Run 1, routing congestion:
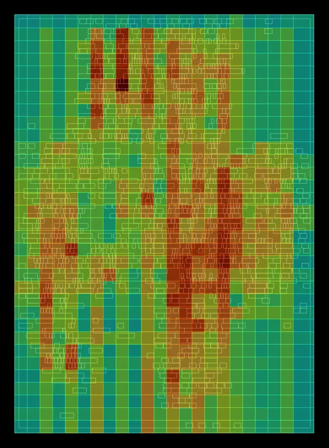
Run 1, where the registers sit:
Other sequential cells in the stronger gray, the rest of the logic in the fainter gray.
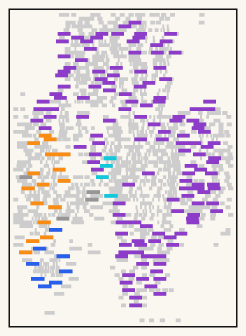
Run 1, metal 3:
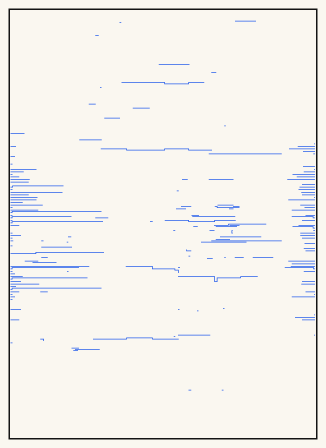
==> config.mk <==
export PLATFORM = sky130hd
export DESIGN_NAME = row_readout_ctrl
export DESIGN_NICKNAME = d
export VERILOG_FILES = /design/src/rtl/row_readout_ctrl.sv
export SDC_FILE = /design/constraint.sdc
export NUM_CORES = 1
export LEC_CHECK = 0
export ABC_AREA = 1
export CORE_AREA = 2 2 161 226
export DETAILED_ROUTE_END_ITERATION = 10
export DIE_AREA = 0 0 163 228
export PLACE_DENSITY = 0.55
export SYNTH_ARGS = -nofsm -noshare
export SYNTH_HDL_FRONTEND = slang
export SYNTH_SLANG_ARGS = --single-unit
==> constraint.sdc <==
create_clock -name clk -period 2.18 [get_ports clk]
set_clock_uncertainty 0.2 [all_clocks]
set_input_delay 0.436 -clock clk [delete_from_list [all_inputs] [get_ports clk]]
set_output_delay 0.436 -clock clk [all_outputs]
set_load 0.1 [all_outputs]
==> impl_metrics.csv, run 1 <==
group,metric,value,unit
cts,cts_post_setup_buffers_inserted,13,
final_layout,n_antenna_cell,3,
synthesis,ys.flop_type,"dfrtp_1",
drt,wl_per_cell,17.4,um
synthesis,simple_gate_share,21.5,%
global_routing,grt_pass1_vias,7988,
final_layout,layout_top_cell,"nand2_1",
sta,slew_violations,0,
sta,rsz0062_at_grt,"yes",
cts,holdBufCountCts,1,
floorplan,die_area,37200,sq um
sta,fmax,0.336,GHz
drt,route.detailed.drc,0,
synthesis,mux_area_share,13.5,%
sta,hold_viol,0,
drt,met1_length,11.9,mm
placed_design,portBuffers,188,
critical_path,cp.arrival,2340,ps
placed_design,gp_congestion,0.860,
placed_design,hpwl,22.5,mm
final_layout,dominant_cells,"combinational gates",
min_path,min_path_type,"input port to asynchronous set/reset pin",
floorplan,die_h,228,um
critical_path,worstPathRequired,1540,ps
job,warning_count,35,
cts,clkTransAtPathRegs,60,ps
floorplan,die_width,163,um
global_routing,grt_pass1_wl,45.7,mm
critical_path,path_max_fanout,6,
final_layout,mostFrequentLayoutCells,"151 x nand2_1, 150 x dfrtp_1, 141 x clkdlybuf4s50_1, 105 x inv_1, 104 x mux2_2",
floorplan,rows,82,
floorplan,nWellTaps,462,
sta,layout_min_cycle_time,2980,ps
drt,viasPerCell,4.48,
final_layout,sh_comb_area,32.5,%
final_layout,buf_share,24.5,%
power,cellPowerDensity,978,nW/um^2
critical_path,ff2ff_setup_slack,-220,ps
floorplan,core_region_area,35400,sq um
critical_path,r2r_cells,15,
synthesis,synthArstFlopShare,100,%
sta,worst_pin_slew,649,ps
critical_path,critPathLaunchType,"register",
final_layout,layout.nets,1389,
synthesis,synth_cells,993,
sta,max_slew_margin,56.7,%
final_layout,flops,168,
sta,post-route-period-util,137,%
cts,cts_tree,"yes",
final_layout,clkCellAreaFrac,4.12,%
final_layout,fill_cells,3494,
synthesis,ys_sh_aoi,6.41,%
run_status,violations,"negative setup slack",
final_layout,layout.comb_gates.multi_input,654,
synthesis,top_logic_kind,"simple AND/OR/NAND/NOR gates",
cts,clock_path_buffers,2,
cts,cts_sinks,168,
power,ir_drop,0.000510,V
synthesis,post-synth-top-count-cell,"nand2_1",
placed_design,dp.cells,1660,
cts,numCtsBuffers,17,
critical_path,critPathCaptureType,"output port",
final_layout,area_delta_synth_final,55.2,%
power,cellLeakagePower,0.00600,uW
run_status,status,"finished, violations left",
sta,final.setup.tns,-13620,ps
global_routing,top_usage_layer,"met2",
cts,cts_htree_levels,4,
sta,fin_hold_ws,267,ps
critical_path,crit_type,"register to output port",
synthesis,syn_area_per_cell,8.78,sq um
drt,wl_met2,15.5,mm
drt,top_layer,"met5",
synthesis,ys_warn_count,0,
floorplan,fp_util,24.6,%
cts,cts_resized,78,
synthesis,yosysChipArea,8720,sq um
drt,first_pass_iters,5,
synthesis,synth_largest_type_area_fraction,48.2,%
global_routing,use_met1,19.2,%
synthesis,synth.distinct_cells,34,
synthesis,synth_nets,1146,
cts,clock_latency,450,ps
synthesis,edf_count,0,
final_layout,mi_logic_area,4390,sq um
cts,root_buffer,"clkbuf_16",
synthesis,synth.cellmix.adderShare,1.43,%
global_routing,antenna_found_initial,4,
final_layout,largest_reg_flops,136,
job,maxCapViolCount,0,
final_layout,layout-drive-gt1-share,32.7,%
synthesis,ys_cells,993,
synthesis,xor_area_share,0.803,%
drt,initialDrtViolationCount,400,
final_layout,n_all_buffers,277,
global_routing,grt_max_degree,52,
final_layout,stdcell_count,1714,
synthesis,synthesis.area,8720,sq um
synthesis,top_cells_by_area,"dfrtp_1 48%, mux2_2 13%, nand2_1 8.1%",
synthesis,synth_seq_share,48.2,%
drt,postRouteAntennaNets,0,
final_layout,inv_count,118,
global_routing,overflow,0,
synthesis,synth-seq-cells,168,
sta,finalSetupViolCount,26,
sta,fin_ws,-800,ps
floorplan,io-pin-count,189,
synthesis,largest_area_cell,"dfrtp_1",
drt,wl_met3,1.66,mm
synthesis,common_cells,"189 x nand2_1, 168 x dfrtp_1, 115 x inv_1, 104 x mux2_2, 97 x nor2_1",
final_layout,clkbuf_count,19,
About 'routing congestion':
met3 global-route usage: 4.16%
Util after Layout: 38.2%
met2 GRT Util: 28.7%
GR Util All Layers: 16.3%

About 'where the registers sit':
legend:
  purple:
    name_in_the_netlist: row_q
    flops: 136
  blue:
    name_in_the_netlist: drop_cnt
    flops: 8
    where: lower left
  cyan:
    name_in_the_netlist: beat_cnt_q
    flops: 4
    where: center
  orange:
    name_in_the_netlist: rows_sent
    flops: 16
    where: middle left
not colored: 4
fraction of area in registers: 31.2%
storage element area: 4230 sq um

About 'metal 3':
share of all routed wire: 5.6%
wire length on this layer: 1660 um
nets with wire on the layer: 141
main direction: horizontal
longest straight run: 48.3 um
Routed WL: 29.8 mm
Vias: 7684

==> run 1: power by group <==
group / switching (uW) / leakage, uW / internal (uW) / total (uW)
registers: 807 / 0.00200 / 4410 / 5220
logic: 2710 / 0.00376 / 2370 / 5080
clock network: 1360 / 0.000244 / 1580 / 2930
==> run 1: through the flow <==
stage | instance area (sq um) | setup slack, ps | power [uW]
detailed placement | 12400 | -514 | 10000
finish | 13500 | -800 | 13200
global placement | 12400 | -496 | 9950
CTS | 13400 | -825 | 13300
global route | 13500 | -921 | 14000
floorplan | 9020 | -483 | 8090
==> run 1: critical path, cell delays in order (launching register included) <==
cell     delay, ps
dfrtp_2        450
ha_4           190
buf_12         130
buf_16         130
nor2_1          90
nand3_1        100
nand3_2         90
nand2_2         60
nand3_2         80
nand2_2         70
nand2_4         70
nand2_4         50
a21oi_4        180
buf_12         190
Run 1, pin placement:
Pins as bars across the die edge, other pins in gray.
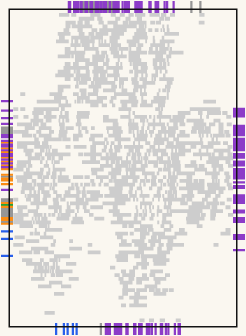

==> run 2: changes to the inputs <==
--- a/config.mk
+++ b/config.mk
@@ -14,2 +14,3 @@
 export SYNTH_HDL_FRONTEND = slang
 export SYNTH_SLANG_ARGS = --single-unit
+export TNS_END_PERCENT = 10
==> constraint.sdc (replaced) <==
create_clock -name clk -period 2.18 [get_ports clk]
set_clock_uncertainty 0.2 [all_clocks]
set_input_delay 0.654 -clock clk [delete_from_list [all_inputs] [get_ports clk]]
set_output_delay 0.654 -clock clk [all_outputs]
set_load 0.1 [all_outputs]
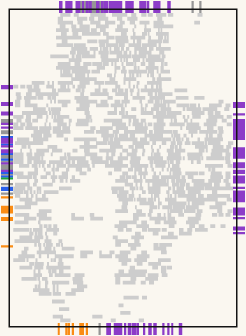
Run 2: pin placement
Pins as bars across the die edge, other pins in gray.
legend:
  green:
    port: abort
    pins: 1
    direction: input
    edge: left
  blue:
    port: drop_cnt
    pins: 8
    direction: output
    edge: left
  purple:
    port: fifo_rdata
    pins: 136
    direction: input
    edge: 49 top, 45 right, 26 bottom, 16 left
  orange:
    port: rows_sent
    pins: 16
    direction: output
    edge: 8 bottom, 8 left
all pins by edge: 63 top, 46 left, 45 right, 35 bottom
DIE HEIGHT: 228 um
Port Buf Inserts: 188
die width: 163 um

==> run 2 against run 1 <==
Compared with the run above:
- the flow still finishes with violations (negative setup slack)
- global-route usage fell by 0.49 points
- design area is 0.59% higher
- sequential share of layout area fell by 0.34 points
- critical path depth did not move
- register-to-register slack better by 180 ps
- sequential cell count unchanged
- maximum frequency down 7.3%
- core utilization is 0.23 points higher
- synthesized area stayed put
==> impl_metrics.csv, run 2 <==
group,metric,value,unit
run_status,status,"finished, violations left",
run_status,violations,"negative setup slack",
drt,initialDrtViolationCount,460,
power,ir_drop,0.000520,V
drt,drt_wl_total,29.3,mm
global_routing,grt_pass1_wl,44.4,mm
floorplan,io-pin-count,189,
synthesis,synth_seq_share,48.2,%
placed_design,hpwl,21.9,mm
job,maxCapViolCount,0,
sta,fin_hold_ws,300,ps
power,switching_share,35.3,%
power,power_frac_comb,38.1,%
synthesis,synthesis.area,8720,sq um
sta,fin_ws,-1040,ps
critical_path,critPathLaunchType,"register",
power,p_total,13700,uW
synthesis,common_cells,"189 x nand2_1, 168 x dfrtp_1, 115 x inv_1, 104 x mux2_2, 97 x nor2_1",
sta,fmax,0.311,GHz
floorplan,fp_util,24.6,%
final_layout,n_all_buffers,274,
final_layout,flops,168,
drt,wl_met2,15.4,mm
final_layout,largest_reg_flops,136,
critical_path,path_cells,"buf_4 -> ha_4 -> nand2_4 -> buf_12 -> inv_2 -> buf_12 -> nand2_1 -> nand3_4 -> nand2_4 -> nand2_4 -> nand2_4 -> a21oi_4 -> buf_12",
synthesis,syn_area_per_cell,8.78,sq um
cts,root_buffer,"clkbuf_16",
synthesis,top_cells_by_area,"dfrtp_1 48%, mux2_2 13%, nand2_1 8.1%",
critical_path,r2r_cells,13,
power,pg_clk,3290,uW
final_layout,seq_area_share,30.9,%
floorplan,die_area,37200,sq um
sta,rsz0062_at_grt,"yes",
final_layout,dominant_cells,"combinational gates",
final_layout,layout-drive-gt1-share,30.6,%
job,warning_count,35,
synthesis,ys_warn_count,0,
critical_path,cp.depth,13,
final_layout,mostFrequentLayoutCells,"167 x dfrtp_1, 140 x clkdlybuf4s50_1, 139 x nand2_1, 109 x inv_1, 104 x mux2_2",
final_layout,n_antenna_cell,2,
cts,numCtsBuffers,17,
cts,cts_tree,"yes",
cts,clock_path_buffers,2,
drt,viasPerCell,4.49,
power,power_leader,"combinational cells",
sta,worst_pin_slew,634,ps
synthesis,largest_area_cell,"dfrtp_1",
final_layout,layout.comb_gates.multi_input,654,
cts,cts_resized,55,
floorplan,rows,82,
critical_path,critPathMaxStageDelay,420,ps
final_layout,sh_comb_area,32.0,%
drt,first_pass_iters,7,
floorplan,nWellTaps,462,
synthesis,ys_cells,993,
final_layout,fill_cells,3501,
critical_path,path_max_fanout,10,
synthesis,post-synth-top-count-cell,"nand2_1",
placed_design,gp_congestion,0.882,
synthesis,synth.distinct_cells,34,
final_layout,mi_logic_area,4350,sq um
power,cellLeakagePower,0.00611,uW
drt,postRouteAntennaNets,0,
cts,holdBufCountCts,1,
drt,met1_length,11.6,mm
drt,wl_met3,1.66,mm
power,pg_comb,5210,uW
cts,cts_htree_levels,4,
global_routing,overflow,0,
critical_path,cp_slowest_cell,"dfrtp_2",
final_layout,buf_share,24.9,%
global_routing,antenna_found_initial,3,
critical_path,critPathCaptureType,"output port",
synthesis,edf_count,0,
final_layout,area_delta_synth_final,56.1,%
power,p_clk_share,24.0,%
sta,finalSetupViolCount,22,
synthesis,ys.flop_type,"dfrtp_1",
power,seq-power,5190,uW
cts,clock_latency,450,ps
drt,top_layer,"met5",
critical_path,cp.arrival,2360,ps
synthesis,synth_nets,1146,
final_layout,clkbuf_count,20,
critical_path,ff2ff_setup_slack,-40,ps
final_layout,clkCellAreaFrac,4.61,%
power,power.switching,4840,uW
synthesis,synth_largest_type_area_fraction,48.2,%
final_layout,layout_top_cell,"dfrtp_1",
synthesis,synth_cells,993,
min_path,min_path_type,"register to register",
final_layout,stdcell_area,13600,sq um
power,cellPowerDensity,1010,nW/um^2
drt,vias,7667,
sta,slew_violations,0,
global_routing,grt_max_degree,46,
global_routing,use_met1,18.5,%
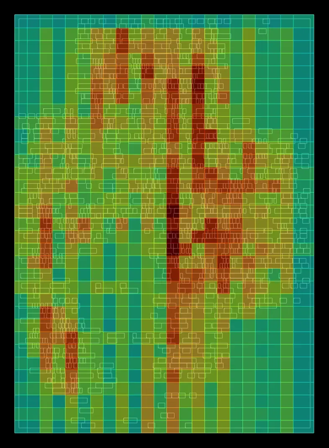
Run 2: routing congestion
Util after Layout: 38.5%
layer with the highest usage: met2
GR Util All Layers: 15.9%
average wire per standard cell: 17.2 um

==> run 2: cell counts after synthesis <==
Identical to the previous run, type by type.
==> run 2: worst reg2reg max path: cells and delay by family (launching register included) <==
family        cells  cell delay, ps
simple gates      8             760
buf+inv           5             760
flops             1             410
==> run 2: metrics by stage <==
stage	util [%]	cells	worst slack, ps
3_3_place_gp	35.1	1664	-734
5_1_grt	38.5	1709	-1160
6_report	38.5	1709	-1040
4_1_cts	37.5	1699	-1110
3_5_place_dp	35.1	1664	-768
2_1_floorplan	-	993	-701
==> run 2: logic make-up after synthesis <==
group / count (synthesis) / synth area share (%)
xor+xnor: 8 / 0.803
simple gates: 423 / 21.5
mux: 105 / 13.5
flops: 168 / 48.2
compound gates: 108 / 6.41
fa+ha+maj: 10 / 1.43
buf+inv: 171 / 8.12
Power figures rest on the tool's default switching activity, not on a simulated workload.
